**config.mk**
```make
export PLATFORM = sky130hd
export DESIGN_NAME = enc_chan_sel
export DESIGN_NICKNAME = d
export VERILOG_FILES = /design/src/rtl/enc_chan_pkg.sv /design/src/rtl/dwell_timer.sv /design/src/rtl/enc_chan_sel.sv
export SDC_FILE = /design/constraint.sdc
export NUM_CORES = 1
export LEC_CHECK = 0
export CAP_MARGIN = 20
export CORE_MARGIN = 1.5
export CORE_UTILIZATION = 52
export CTS_CLUSTER_SIZE = 24
export DETAILED_ROUTE_END_ITERATION = 10
export PLACE_DENSITY_LB_ADDON = 0.08
export SYNTH_ARGS = -nofsm -noshare
export SYNTH_HDL_FRONTEND = slang
export SYNTH_SLANG_ARGS = --single-unit
```
**constraint.sdc**
```tcl
create_clock -name clk -period 2.1 [get_ports clk]
set_input_delay 0.42 -clock clk [delete_from_list [all_inputs] [get_ports clk]]
set_output_delay 0.42 -clock clk [all_outputs]
set_load 0.02 [all_outputs]
```
**src/rtl/enc_chan_pkg.sv**
```systemverilog
// ============================================================================
// Module   : enc_chan_pkg
// Brief    : Shared types and channel-step arithmetic for enc_chan_sel.
// Revision : 1.0
// ============================================================================
`default_nettype none

package enc_chan_pkg;

    localparam logic [0:0] MODE_MANUAL = 1'b0;
    localparam logic [0:0] MODE_SCAN   = 1'b1;

    typedef enum logic [0:0] {
        MANUAL = MODE_MANUAL,
        SCAN   = MODE_SCAN
    } mode_t;

    typedef int unsigned idx_t;

    // Next channel index modulo n; without wrap the ends are sticky.
    function automatic idx_t chan_step(input idx_t cur, input logic up,
                                       input idx_t n, input logic wrap);
        idx_t nxt;
        nxt = cur;
        if (up) begin
            if (cur >= n - 1) nxt = wrap ? 0 : n - 1;
            else              nxt = cur + 1;
        end else begin
            if (cur == 0)     nxt = wrap ? n - 1 : 0;
            else              nxt = cur - 1;
        end
        return nxt;
    endfunction

endpackage

`default_nettype wire

```
**src/rtl/dwell_timer.sv**
```systemverilog
// ============================================================================
// Module   : dwell_timer
// Brief    : Free-running 0..DWELL-1 counter with a tick on the last count.
// Revision : 1.0
// ============================================================================
`default_nettype none

module dwell_timer #(
    parameter int DWELL = 50_000_000
) (
    input  logic clk,
    input  logic reset_n,
    input  logic clr,
    input  logic en,
    output logic tick
);

    localparam int CNT_W = (DWELL > 1) ? $clog2(DWELL) : 1;
    localparam logic [CNT_W-1:0] LAST = CNT_W'(DWELL - 1);

    logic [CNT_W-1:0] cnt_q;
    logic [CNT_W-1:0] cnt_d;

    always_comb begin
        cnt_d = cnt_q;
        tick  = 1'b0;
        if (clr) begin
            cnt_d = '0;
        end else if (en) begin
            if (cnt_q == LAST) begin
                cnt_d = '0;
                tick  = 1'b1;
            end else begin
                cnt_d = cnt_q + 1'b1;
            end
        end
    end

    always_ff @(posedge clk or negedge reset_n) begin
        if (!reset_n) cnt_q <= '0;
        else          cnt_q <= cnt_d;
    end

endmodule

`default_nettype wire

```
**src/rtl/enc_chan_sel.sv**
```systemverilog
// ============================================================================
// Module   : enc_chan_sel
// Brief    : Encoder/auto-scan ADC channel selector with busy-deferred commit.
// Revision : 1.0
// ============================================================================
`default_nettype none

module enc_chan_sel
    import enc_chan_pkg::*;
#(
    parameter int NUM_CHAN = 8,
    parameter bit WRAP     = 1'b1,
    parameter int DWELL    = 50_000_000,
    localparam int CHAN_W  = $clog2(NUM_CHAN)
) (
    input  logic              clk,
    input  logic              reset_n,
    input  logic              cw,
    input  logic              ccw,
    input  logic              scan_en,
    input  logic              adc_busy,
    output logic [CHAN_W-1:0] chan,
    output logic              chan_upd,
    output logic [CHAN_W-1:0] target,
    output logic              pending
);

    mode_t             mode_q, mode_d;
    logic [CHAN_W-1:0] target_q, target_d;
    logic [CHAN_W-1:0] chan_q, chan_d;
    logic              chan_upd_q, chan_upd_d;
    logic              dwell_clr;
    logic              dwell_en;
    logic              dwell_tick;
    logic              commit;

    // Held clear through MANUAL so each SCAN entry starts a full dwell period.
    assign dwell_clr = (mode_q == MANUAL);
    assign dwell_en  = (mode_q == SCAN);

    dwell_timer #(
        .DWELL (DWELL)
    ) u_dwell_timer (
        .clk     (clk),
        .reset_n (reset_n),
        .clr     (dwell_clr),
        .en      (dwell_en),
        .tick    (dwell_tick)
    );

    always_comb begin
        mode_d   = scan_en ? SCAN : MANUAL;
        target_d = target_q;
        if (mode_q == SCAN) begin
            if (dwell_tick)
                target_d = CHAN_W'(chan_step(idx_t'(target_q), 1'b1, NUM_CHAN, 1'b1));
        end else if (cw && !ccw) begin
            target_d = CHAN_W'(chan_step(idx_t'(target_q), 1'b1, NUM_CHAN, WRAP));
        end else if (ccw && !cw) begin
            target_d = CHAN_W'(chan_step(idx_t'(target_q), 1'b0, NUM_CHAN, WRAP));
        end

        // Commit the latest target only; intermediate steps under busy vanish.
        commit     = (target_q != chan_q) && !adc_busy;
        chan_d     = commit ? target_q : chan_q;
        chan_upd_d = commit;
    end

    always_ff @(posedge clk or negedge reset_n) begin
        if (!reset_n) begin
            mode_q     <= MANUAL;
            target_q   <= '0;
            chan_q     <= '0;
            chan_upd_q <= 1'b0;
        end else begin
            mode_q     <= mode_d;
            target_q   <= target_d;
            chan_q     <= chan_d;
            chan_upd_q <= chan_upd_d;
        end
    end

    assign chan     = chan_q;
    assign chan_upd = chan_upd_q;
    assign target   = target_q;
    assign pending  = (target_q != chan_q);

endmodule

`default_nettype wire

```
**Floorplan with the power grid**

The bar under the picture is 20 um long. Pins as bars on the die edge. Tap cells in gray.
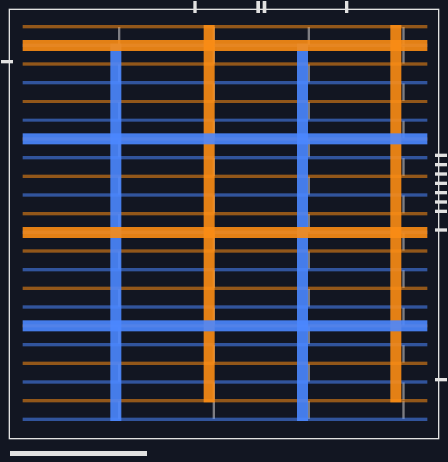
legend:
  VDD:
    color: orange
  VSS:
    color: blue
signal pins: 14
tap cells: 46

**Cells colored by class**

The bar under the picture is 20 um long.
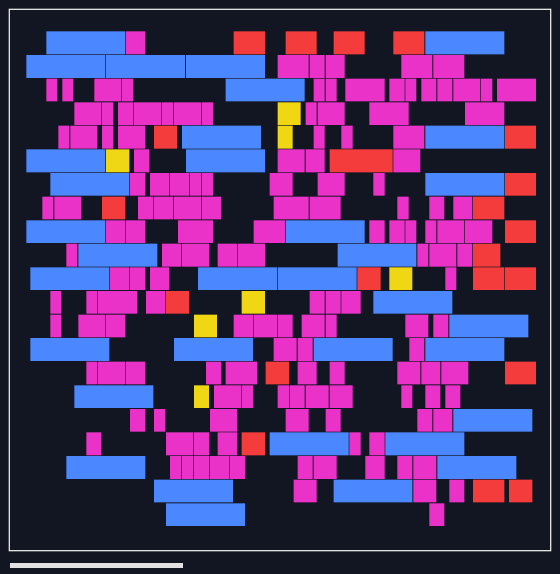
legend:
  sequential cells:
    color: blue
    cells: 34
    share_of_their_area: 42%
  remaining buffers and delay cells:
    color: red
    cells: 21
    share_of_their_area: 9.9%
  combinational and other logic:
    color: magenta
    cells: 149
    share_of_their_area: 46%
  clock drivers and dummy loads:
    color: yellow
    cells: 7
    share_of_their_area: 2.3%
row cnt: 21
Seq area share: 0.406
fin util: 0.623
core area: 0.00336 mm^2
fin area: 0.00210 mm^2

**Clock network drawn from the DEF**

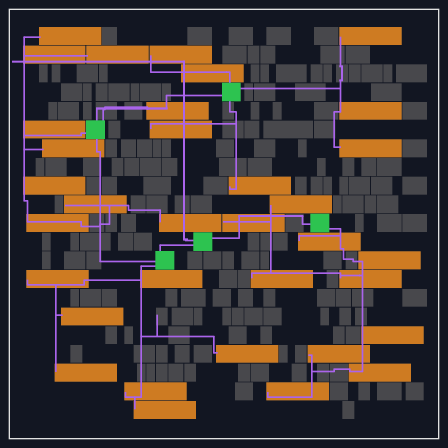
legend:
  clock drivers:
    color: green
    count: 5
  clock wires:
    color: purple
    length: 472 um
  flip-flops:
    color: orange
    count: 34
flops lie: widely spread
routed clock nets: 6
Clk network pwr share: 0.206
Clock Latency Late Sink: 0.33 ns
Clock Power: 0.342 mW
Final Skew: 0.00757 ns

**Routed metal, one color a layer**

The bar under the picture is 20 um long. Only two layers are drawn.
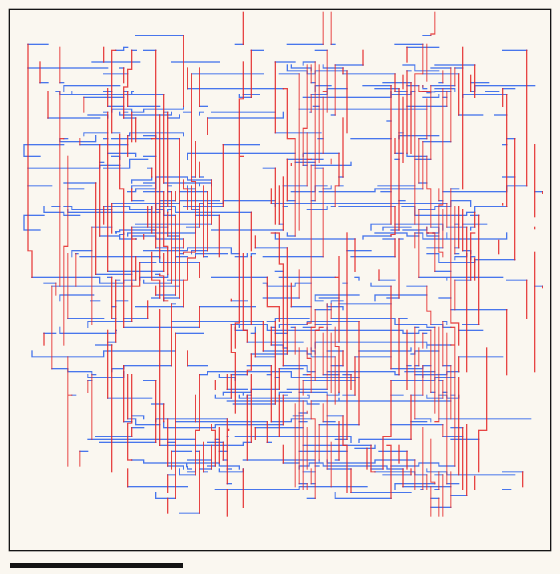
legend:
  metal 2:
    color: red
    wire_length: 1,890 um
  metal 1:
    color: blue
    wire_length: 1,730 um

==> results.sh <==
# implementation run metrics
export IMPL_run_status="complete, no violations"
export IMPL_dp_slack_ns=0.0828
export IMPL_post_route_drc_count=0
export IMPL_gp_congestion=0.793
export IMPL_synthCells=189
export IMPL_wl_met3_um=104
export IMPL_yosys_most_used_dff="dfrtp_1"
export IMPL_warnings=28
export IMPL_min_period_over_period=0.972
export IMPL_fin_nets=222
export IMPL_peakVddDrop_uv=453
export IMPL_buffers=21
export IMPL_yosys_area_share_aoi=0.132
export IMPL_dr_pass1_iters=4
export IMPL_postCtsHoldBufs=0
export IMPL_path_max_fanout=4
export IMPL_layout_cells_most_common_list="34 x dfrtp_1, 16 x nor2_1, 15 x a21oi_1"
export IMPL_yosys_area_mm2=0.00183
export IMPL_simple_gate_area_frac=0.245
export IMPL_fillers=292
export IMPL_drive_gt1_frac=0.0900
export IMPL_root_buffer="clkbuf_4"
export IMPL_rr_startpoint="u_dwell_timer.cnt_q[10]"
export IMPL_chipArea_mm2=0.00388
export IMPL_final_max_slew_viol_count=0
export IMPL_num_io_pins=14
export IMPL_grt_max_degree=35
export IMPL_top_usage_layer="met2"
export IMPL_areaGrowthSynthToFinish_pct=14.7
export IMPL_top_logic_kind="simple AND/OR/NAND/NOR gates"
Power figures rest on the tool's default switching activity, not on a simulated workload.
